[src/rtl/fft_butterfly_r4_if.sv]
// fft_butterfly_r4_if: bundles the radix-4 butterfly's input vector, per-vector
// controls and result vector into one bus.
//   master : drives iVALID/iINV/iSHIFT/iCLR_OVF/iX*, observes oVALID/oY*/oOVF
//   slave  : the butterfly itself (inputs in, results out)
// BIT is the width of every signed real/imag sample.
interface fft_butterfly_r4_if #(
  parameter int unsigned BIT = 17
);

  logic                  iVALID;
  logic                  iINV;
  logic [1:0]            iSHIFT;
  logic                  iCLR_OVF;
  logic signed [BIT-1:0] iX0_RE;
  logic signed [BIT-1:0] iX0_IM;
  logic signed [BIT-1:0] iX1_RE;
  logic signed [BIT-1:0] iX1_IM;
  logic signed [BIT-1:0] iX2_RE;
  logic signed [BIT-1:0] iX2_IM;
  logic signed [BIT-1:0] iX3_RE;
  logic signed [BIT-1:0] iX3_IM;

  logic                  oVALID;
  logic signed [BIT-1:0] oY0_RE;
  logic signed [BIT-1:0] oY0_IM;
  logic signed [BIT-1:0] oY1_RE;
  logic signed [BIT-1:0] oY1_IM;
  logic signed [BIT-1:0] oY2_RE;
  logic signed [BIT-1:0] oY2_IM;
  logic signed [BIT-1:0] oY3_RE;
  logic signed [BIT-1:0] oY3_IM;
  logic                  oOVF;

  modport master (
    output iVALID, iINV, iSHIFT, iCLR_OVF,
    output iX0_RE, iX0_IM, iX1_RE, iX1_IM, iX2_RE, iX2_IM, iX3_RE, iX3_IM,
    input  oVALID, oOVF,
    input  oY0_RE, oY0_IM, oY1_RE, oY1_IM, oY2_RE, oY2_IM, oY3_RE, oY3_IM
  );

  modport slave (
    input  iVALID, iINV, iSHIFT, iCLR_OVF,
    input  iX0_RE, iX0_IM, iX1_RE, iX1_IM, iX2_RE, iX2_IM, iX3_RE, iX3_IM,
    output oVALID, oOVF,
    output oY0_RE, oY0_IM, oY1_RE, oY1_IM, oY2_RE, oY2_IM, oY3_RE, oY3_IM
  );

endinterface

[src/rtl/fft_butterfly_r4.sv]
// fft_butterfly_r4: radix-4 DIT butterfly, three register stages, one vector
// per cycle, no backpressure.
//   Stage 1: a = x0+x2, b = x0-x2, c = x1+x3, d = x1-x3 (BIT+1 bits)
//   Stage 2: y0 = a+c, y2 = a-c, y1/y3 = b -/+ j*d (swapped when inverse)
//   Stage 3: arithmetic right shift by min(iSHIFT,2), saturate to BIT bits,
//            sticky overflow flag (set wins over iCLR_OVF)
// Ports:
//   iCLK   : clock, rising edge
//   iRESET : synchronous active-high reset, clears valids, data and oOVF
//   bus    : fft_butterfly_r4_if.slave (inputs x0..x3, controls, y0..y3)
// Build option: define FFT_BF4_ROUND_EN to add 2^(s-1) before the shift
// (round half toward +inf); otherwise the shift truncates toward -inf.
module fft_butterfly_r4 #(
  parameter int unsigned BIT = 17
) (
  input  logic              iCLK,
  input  logic              iRESET,
  fft_butterfly_r4_if.slave bus
);

  localparam int unsigned W1 = BIT + 1;
  localparam int unsigned W2 = BIT + 2;
  localparam int unsigned W3 = BIT + 3;

  localparam logic signed [W3-1:0] SAT_MAX = (W3'(1) <<< (BIT - 1)) - W3'(1);
  localparam logic signed [W3-1:0] SAT_MIN = -(W3'(1) <<< (BIT - 1));

  // Input vector unpacked for indexed access
  logic signed [BIT-1:0] xRe [4];
  logic signed [BIT-1:0] xIm [4];

  assign xRe[0] = bus.iX0_RE;
  assign xIm[0] = bus.iX0_IM;
  assign xRe[1] = bus.iX1_RE;
  assign xIm[1] = bus.iX1_IM;
  assign xRe[2] = bus.iX2_RE;
  assign xIm[2] = bus.iX2_IM;
  assign xRe[3] = bus.iX3_RE;
  assign xIm[3] = bus.iX3_IM;

  // ---------------------------------------------------------------- stage 1
  // Index 0..3 holds a, b, c, d.
  logic                 s1Valid;
  logic                 s1Inv;
  logic [1:0]           s1Shift;
  logic signed [W1-1:0] s1Re [4];
  logic signed [W1-1:0] s1Im [4];

  // First butterfly layer; shift of 3 is folded to 2 here so later stages see 0..2
  always_ff @(posedge iCLK) begin
    if (iRESET) begin
      s1Valid <= 1'b0;
      s1Inv   <= 1'b0;
      s1Shift <= 2'd0;
      for (int k = 0; k < 4; k++) begin
        s1Re[k] <= '0;
        s1Im[k] <= '0;
      end
    end else begin
      s1Valid <= bus.iVALID;
      s1Inv   <= bus.iINV;
      s1Shift <= (bus.iSHIFT == 2'd3) ? 2'd2 : bus.iSHIFT;
      s1Re[0] <= W1'(xRe[0]) + W1'(xRe[2]);
      s1Im[0] <= W1'(xIm[0]) + W1'(xIm[2]);
      s1Re[1] <= W1'(xRe[0]) - W1'(xRe[2]);
      s1Im[1] <= W1'(xIm[0]) - W1'(xIm[2]);
      s1Re[2] <= W1'(xRe[1]) + W1'(xRe[3]);
      s1Im[2] <= W1'(xIm[1]) + W1'(xIm[3]);
      s1Re[3] <= W1'(xRe[1]) - W1'(xRe[3]);
      s1Im[3] <= W1'(xIm[1]) - W1'(xIm[3]);
    end
  end

  // ---------------------------------------------------------------- stage 2
  // b - j*d and b + j*d; the direction bit only picks which lands on y1 vs y3.
  logic signed [W2-1:0] bMjRe;
  logic signed [W2-1:0] bMjIm;
  logic signed [W2-1:0] bPjRe;
  logic signed [W2-1:0] bPjIm;

  always_comb begin
    bMjRe = W2'(s1Re[1]) + W2'(s1Im[3]);
    bMjIm = W2'(s1Im[1]) - W2'(s1Re[3]);
    bPjRe = W2'(s1Re[1]) - W2'(s1Im[3]);
    bPjIm = W2'(s1Im[1]) + W2'(s1Re[3]);
  end

  logic                 s2Valid;
  logic [1:0]           s2Shift;
  logic signed [W2-1:0] s2Re [4];
  logic signed [W2-1:0] s2Im [4];

  // Second butterfly layer, full-precision results y0..y3
  always_ff @(posedge iCLK) begin
    if (iRESET) begin
      s2Valid <= 1'b0;
      s2Shift <= 2'd0;
      for (int k = 0; k < 4; k++) begin
        s2Re[k] <= '0;
        s2Im[k] <= '0;
      end
    end else begin
      s2Valid <= s1Valid;
      s2Shift <= s1Shift;
      s2Re[0] <= W2'(s1Re[0]) + W2'(s1Re[2]);
      s2Im[0] <= W2'(s1Im[0]) + W2'(s1Im[2]);
      s2Re[2] <= W2'(s1Re[0]) - W2'(s1Re[2]);
      s2Im[2] <= W2'(s1Im[0]) - W2'(s1Im[2]);
      s2Re[1] <= s1Inv ? bPjRe : bMjRe;
      s2Im[1] <= s1Inv ? bPjIm : bMjIm;
      s2Re[3] <= s1Inv ? bMjRe : bPjRe;
      s2Im[3] <= s1Inv ? bMjIm : bPjIm;
    end
  end

  // ---------------------------------------------------------------- stage 3
  // Components 0..3 are the real parts of y0..y3, 4..7 the imaginary parts.
  logic signed [W2-1:0]  comp   [8];
  logic signed [W3-1:0]  extV   [8];
  logic signed [W3-1:0]  rndV   [8];
  logic signed [W3-1:0]  shfV   [8];
  logic signed [BIT-1:0] scaled [8];
  logic [7:0]            satHit;

  always_comb begin
    for (int k = 0; k < 4; k++) begin
      comp[k]     = s2Re[k];
      comp[k + 4] = s2Im[k];
    end
  end

`ifdef FFT_BF4_ROUND_EN
  // Half an LSB of the shifted result; W3 leaves headroom so the add never wraps
  logic signed [W3-1:0] roundAdd;

  always_comb begin
    roundAdd = W3'(0);
    if (s2Shift != 2'd0) begin
      roundAdd = W3'(1) <<< (s2Shift - 2'd1);
    end
  end
`endif

  // Optional round, arithmetic shift, then clamp to the BIT-bit signed range
  always_comb begin
    satHit = 8'd0;
    for (int k = 0; k < 8; k++) begin
      extV[k] = W3'(comp[k]);
`ifdef FFT_BF4_ROUND_EN
      rndV[k] = extV[k] + roundAdd;
`else
      rndV[k] = extV[k];
`endif
      shfV[k] = rndV[k] >>> s2Shift;
      if (shfV[k] > SAT_MAX) begin
        scaled[k] = SAT_MAX[BIT-1:0];
        satHit[k] = 1'b1;
      end else if (shfV[k] < SAT_MIN) begin
        scaled[k] = SAT_MIN[BIT-1:0];
        satHit[k] = 1'b1;
      end else begin
        scaled[k] = shfV[k][BIT-1:0];
      end
    end
  end

  logic                  s3Valid;
  logic signed [BIT-1:0] s3Re [4];
  logic signed [BIT-1:0] s3Im [4];
  logic                  ovfReg;

  // Output register; only a valid vector may set the sticky flag, and a set
  // on the same edge as a clear wins
  always_ff @(posedge iCLK) begin
    if (iRESET) begin
      s3Valid <= 1'b0;
      ovfReg  <= 1'b0;
      for (int k = 0; k < 4; k++) begin
        s3Re[k] <= '0;
        s3Im[k] <= '0;
      end
    end else begin
      s3Valid <= s2Valid;
      for (int k = 0; k < 4; k++) begin
        s3Re[k] <= scaled[k];
        s3Im[k] <= scaled[k + 4];
      end
      if (s2Valid && (|satHit)) begin
        ovfReg <= 1'b1;
      end else if (bus.iCLR_OVF) begin
        ovfReg <= 1'b0;
      end
    end
  end

  assign bus.oVALID = s3Valid;
  assign bus.oOVF   = ovfReg;
  assign bus.oY0_RE = s3Re[0];
  assign bus.oY0_IM = s3Im[0];
  assign bus.oY1_RE = s3Re[1];
  assign bus.oY1_IM = s3Im[1];
  assign bus.oY2_RE = s3Re[2];
  assign bus.oY2_IM = s3Im[2];
  assign bus.oY3_RE = s3Re[3];
  assign bus.oY3_IM = s3Im[3];

endmodule

[src/flat_wrapper.sv]
// flat-port wrapper written by rule: the top's interface ports become plain ports
module fft_butterfly_r4_flat 
#(
  parameter int unsigned BIT = 17
)
  (iCLK, iRESET, bus_iVALID, bus_iINV, bus_iSHIFT, bus_iCLR_OVF, bus_iX0_RE, bus_iX0_IM, bus_iX1_RE, bus_iX1_IM, bus_iX2_RE, bus_iX2_IM, bus_iX3_RE, bus_iX3_IM, bus_oVALID, bus_oOVF, bus_oY0_RE, bus_oY0_IM, bus_oY1_RE, bus_oY1_IM, bus_oY2_RE, bus_oY2_IM, bus_oY3_RE, bus_oY3_IM);
  fft_butterfly_r4_if #(.BIT(BIT)) bus_i ();
  input  logic iCLK;
  input  logic iRESET;
  input wire logic [$bits(bus_i.iVALID)-1:0] bus_iVALID;
  input wire logic [$bits(bus_i.iINV)-1:0] bus_iINV;
  input wire logic [$bits(bus_i.iSHIFT)-1:0] bus_iSHIFT;
  input wire logic [$bits(bus_i.iCLR_OVF)-1:0] bus_iCLR_OVF;
  input wire logic [$bits(bus_i.iX0_RE)-1:0] bus_iX0_RE;
  input wire logic [$bits(bus_i.iX0_IM)-1:0] bus_iX0_IM;
  input wire logic [$bits(bus_i.iX1_RE)-1:0] bus_iX1_RE;
  input wire logic [$bits(bus_i.iX1_IM)-1:0] bus_iX1_IM;
  input wire logic [$bits(bus_i.iX2_RE)-1:0] bus_iX2_RE;
  input wire logic [$bits(bus_i.iX2_IM)-1:0] bus_iX2_IM;
  input wire logic [$bits(bus_i.iX3_RE)-1:0] bus_iX3_RE;
  input wire logic [$bits(bus_i.iX3_IM)-1:0] bus_iX3_IM;
  output wire logic [$bits(bus_i.oVALID)-1:0] bus_oVALID;
  output wire logic [$bits(bus_i.oOVF)-1:0] bus_oOVF;
  output wire logic [$bits(bus_i.oY0_RE)-1:0] bus_oY0_RE;
  output wire logic [$bits(bus_i.oY0_IM)-1:0] bus_oY0_IM;
  output wire logic [$bits(bus_i.oY1_RE)-1:0] bus_oY1_RE;
  output wire logic [$bits(bus_i.oY1_IM)-1:0] bus_oY1_IM;
  output wire logic [$bits(bus_i.oY2_RE)-1:0] bus_oY2_RE;
  output wire logic [$bits(bus_i.oY2_IM)-1:0] bus_oY2_IM;
  output wire logic [$bits(bus_i.oY3_RE)-1:0] bus_oY3_RE;
  output wire logic [$bits(bus_i.oY3_IM)-1:0] bus_oY3_IM;
  assign bus_i.iVALID = bus_iVALID;
  assign bus_i.iINV = bus_iINV;
  assign bus_i.iSHIFT = bus_iSHIFT;
  assign bus_i.iCLR_OVF = bus_iCLR_OVF;
  assign bus_i.iX0_RE = bus_iX0_RE;
  assign bus_i.iX0_IM = bus_iX0_IM;
  assign bus_i.iX1_RE = bus_iX1_RE;
  assign bus_i.iX1_IM = bus_iX1_IM;
  assign bus_i.iX2_RE = bus_iX2_RE;
  assign bus_i.iX2_IM = bus_iX2_IM;
  assign bus_i.iX3_RE = bus_iX3_RE;
  assign bus_i.iX3_IM = bus_iX3_IM;
  assign bus_oVALID = bus_i.oVALID;
  assign bus_oOVF = bus_i.oOVF;
  assign bus_oY0_RE = bus_i.oY0_RE;
  assign bus_oY0_IM = bus_i.oY0_IM;
  assign bus_oY1_RE = bus_i.oY1_RE;
  assign bus_oY1_IM = bus_i.oY1_IM;
  assign bus_oY2_RE = bus_i.oY2_RE;
  assign bus_oY2_IM = bus_i.oY2_IM;
  assign bus_oY3_RE = bus_i.oY3_RE;
  assign bus_oY3_IM = bus_i.oY3_IM;
  fft_butterfly_r4 #(.BIT(BIT)) u_core (.iCLK(iCLK), .iRESET(iRESET), .bus(bus_i));
endmodule
[config.mk]
export PLATFORM = sky130hd
export DESIGN_NAME = fft_butterfly_r4_flat
export DESIGN_NICKNAME = d
export VERILOG_FILES = /design/src/rtl/fft_butterfly_r4_if.sv /design/src/rtl/fft_butterfly_r4.sv /design/src/flat_wrapper.sv
export SDC_FILE = /design/constraint.sdc
export NUM_CORES = 1
export LEC_CHECK = 0
export CORE_ASPECT_RATIO = 0.75
export CORE_UTILIZATION = 60
export CTS_CLUSTER_DIAMETER = 200
export DETAILED_ROUTE_END_ITERATION = 12
export GPL_TIMING_DRIVEN = 0
export PLACE_DENSITY = 0.95
export SLEW_MARGIN = 25
export SYNTH_ARGS = -nofsm -noshare
export SYNTH_HDL_FRONTEND = slang
export SYNTH_SLANG_ARGS = --single-unit
[constraint.sdc]
create_clock -name iCLK -period 4.9 [get_ports iCLK]
set_input_delay 0.49 -clock iCLK [delete_from_list [all_inputs] [get_ports iCLK]]
set_output_delay 0.49 -clock iCLK [all_outputs]
set_load 0.01 [all_outputs]
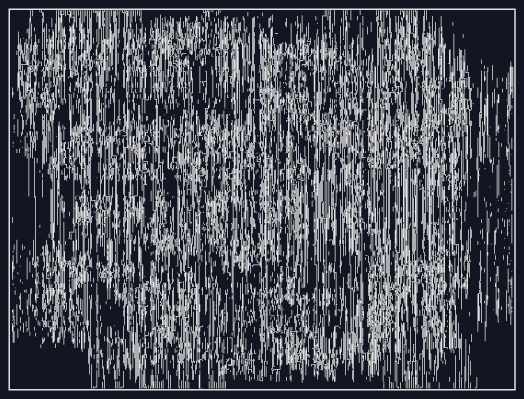
met2.png
(2 px per um)
The longest straight run is 87.4 um. The layer carries 38.9 mm of wire. 3497 nets have wire on it. The layer holds 40% of the routed length. The wires run mostly vertical.
routed wire length: 96700 um
met2 GRT Util: 56.9%
number of vias in the routed layout: 27246

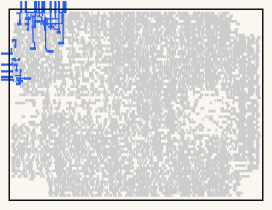
port_nets.png
(1 px per um)
Key: blue = bus_iX2_IM [bits 17, direction input, edge 12 north, 5 west, end cells 35, buffers 17, wire 450 um]
number of top-level pins: 281
number of buffers inserted by port buffering: 280

==> Table 3: Implementation characteristics <==
Physical implementation characteristics

Parameter                              Value

Status
  Result of the run .................. complete, no violations

Pwr
  Power Dens Cells .................. roughly 440 nW/um2
  Overall Power .................. approximately 14 mW
  Max VDD drop .................. 0.248 mV

Clock network
  Max H-tree Level .................. 2
  Clock buffer depth .................. 3
  Number of cells upsized or downsized after cts .................. 0
  CTS clock-pin slew for the worst setup and hold paths .................. approximately 0.07 ns
  Root Buffer .................. sky130_fd_sc_hd__clkbuf_16
  Insertion delay of the later-clocked pin in the worst-skew pair .................. between 0.5 and 0.6 ns

STA
  Max Clk Rate .................. roughly 250 MHz
  Actual slew at the worst max-slew pin .................. 1.20 ns
  TNS Setup .................. 0 ns
  PnR worst setup slack .................. 0.883 ns
  Worst Hold Margin .................. roughly 0.46 ns
  Worst clock skew .................. 0.0281 ns
  Unrepaired setup endpoints after global routing .................. false

Worst setup path
  Cell occurring most often along the worst timing path .................. sky130_fd_sc_hd__nor2_1
  Worst Path Class, Setup .................. register to register
  Reg-to-Reg Start .................. u_core.s1Im[0][0]
  Worst path buffer plus inverter count .................. 1
  Delay of the slowest critical-path stage .................. around 0.65 ns
  Reg2Reg Depth .................. 11
  Maximum fanout encountered on the critical timing path .................. 3
  Worst r2r dst .................. u_core.s2Im[3][16]
  Worst R2R Setup Slack .................. 0.88 ns
  Master of the slowest instance on the critical path .................. sky130_fd_sc_hd__o31ai_1
  Arrival time of data at the critical path endpoint .................. ~4.5 ns
  Ordered list of cells on the worst path .................. inv_1 -> ha_1 -> fa_1 -> nor2b_1 -> o2111ai_1 -> a311oi_1 -> nor2_1 -> o31ai_1 -> o22ai_1 -> xnor2_1 -> nor2_1
  Crit end category .................. register

Drt
  Detailed-router iteration count before antenna repair .................. 7
  Wire length on met2 .................. slightly below 40000 um
  Via density per instance .................. 6.15
  Highest metal used .................. met5
  Number of nets still failing antenna checks after routing .................. 0
  DRT iter0 DRCs .................. roughly 3800
  Wire length on met1 .................. between 40000 and 50000 um

Min path
  Hold Path Sink .................. u_core.s2Shift[0]
  Path type of the worst min-delay path .................. register to register
  Launch point of the worst hold path .................. u_core.s1Shift[0]

GRT
  Wire length of the first global-routing pass .................. roughly 140000 um
  Global routing's busiest layer .................. met2
  Via count of the first global-routing pass .................. ~25000
  Remaining global-route overflow .................. 0
  GR Layer Usage met1 .................. between 50% and 60%

Die
  Core Region .................. 46100 um2
  Total die size .................. ~48000 um2
  Site Rows .................. approximately 68

Cells and area
  Post-route core utilization .................. a little over 70%
  Final standard cell count with taps included and fillers excluded .................. 4429
  Number of antenna cells inserted .................. 0
  Proportion of layout cells with a drive suffix above 1 .................. ~5.3%
  Signed area change from the synthesized netlist to the final layout .................. 18.2%
  Non-Filler Cell Area, Final .................. about 33000 um2

Yosys
  Top FF cell, synth .................. sky130_fd_sc_hd__dfxtp_1
  Proportion of netlist area held by the largest area contributor .................. a little under a third
  Count of different cell masters after synthesis .................. between 90 and 100
  Post-synth net total .................. 3881
  Mean post-synth cell area .................. a little over 8 um2
  Most numerous cell types in the synthesized netlist .................. 598 x sky130_fd_sc_hd__nor2_1, 433 x sky130_fd_sc_hd__dfxtp_1, 280 x sky130_fd_sc_hd__ha_1
  Number of warning messages in the yosys log .................. 0
  Post-synth tally of flip-flops with integrated enable .................. 0
  Yosys cell count .................. 3442
  Post-synth area hogs .................. sky130_fd_sc_hd__dfxtp_1 31%, sky130_fd_sc_hd__ha_1 12%, sky130_fd_sc_hd__nor2_1 8.0%, sky130_fd_sc_hd__xnor2_1 5.1%, sky130_fd_sc_hd__mux2i_1 4.5%
  Fraction of synthesis flops using an asynchronous set or reset pin .................. 0%

Job
  Max-cap violation count .................. 0
  Count of warning messages emitted by the tools .................. about 170

Placed design
  Weighted congestion reported at the end of routability-driven placement .................. roughly 1.1
  Worst Setup Slack post-DPL .................. around 1.1 ns
  Detailed Place HPWL .................. approximately 77000 um
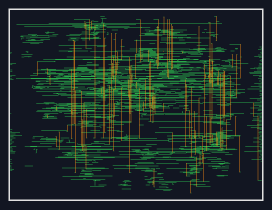
metal_stack.png
(1 px per um) Only two layers are drawn.
Key: green = met3 [wire length 13800 um]; orange = met4 [wire length 3770 um]
detailed-route wire length per cell: 21.8 um
global-route usage over all layers: 39.1%

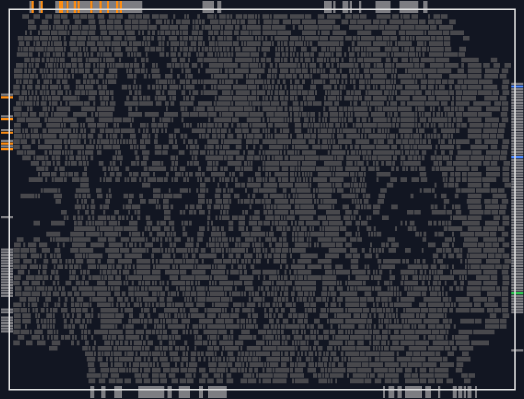
pins.png
(2 px per um) Pins as bars across the die edge, other pins in grey.
Key: orange = bus_iX2_IM [pins 17, direction input, edge 12 north, 5 west]; green = bus_iVALID [pins 1, direction input, edge east]; blue = bus_iSHIFT [pins 2, direction input, edge east]
All pins by edge: 89 north, 86 east, 69 south, 37 west.
Die X-Extent: 252 um
die boundary height: 190 um

[kinds of logic after synthesis]
group	after synthesis	share of synthesized area [%]
multiplexers	170	6.56
XOR/XNOR	208	6.47
AND/OR/NAND/NOR	1036	16.5
flip-flops	433	30.8
adder cells (fa/ha/maj)	296	13.6
buffers and inverters	479	6.61
AND-OR/OR-AND	820	19.4
[report_power, final]
group          internal [mW]  total, mW  switching [mW]
Clock                   2.09       3.62            1.53
Combinational           2.43       6.07            3.63
Sequential              4.30       4.81           0.514
[layout make-up]
cell class / count / area [um2]
well taps: 630 / 788
flip-flops and latches: 433 / 8670
fillers: 3526 / 12900
multi-input cells: 2530 / 17600
clock buffers: 48 / 1110
clock inverters: 29 / 412
plain buffers: 203 / 831
inverters: 276 / 1040
repair buffers: 280 / 2800
No activity file was given, so power comes from the tool's default toggle rates.
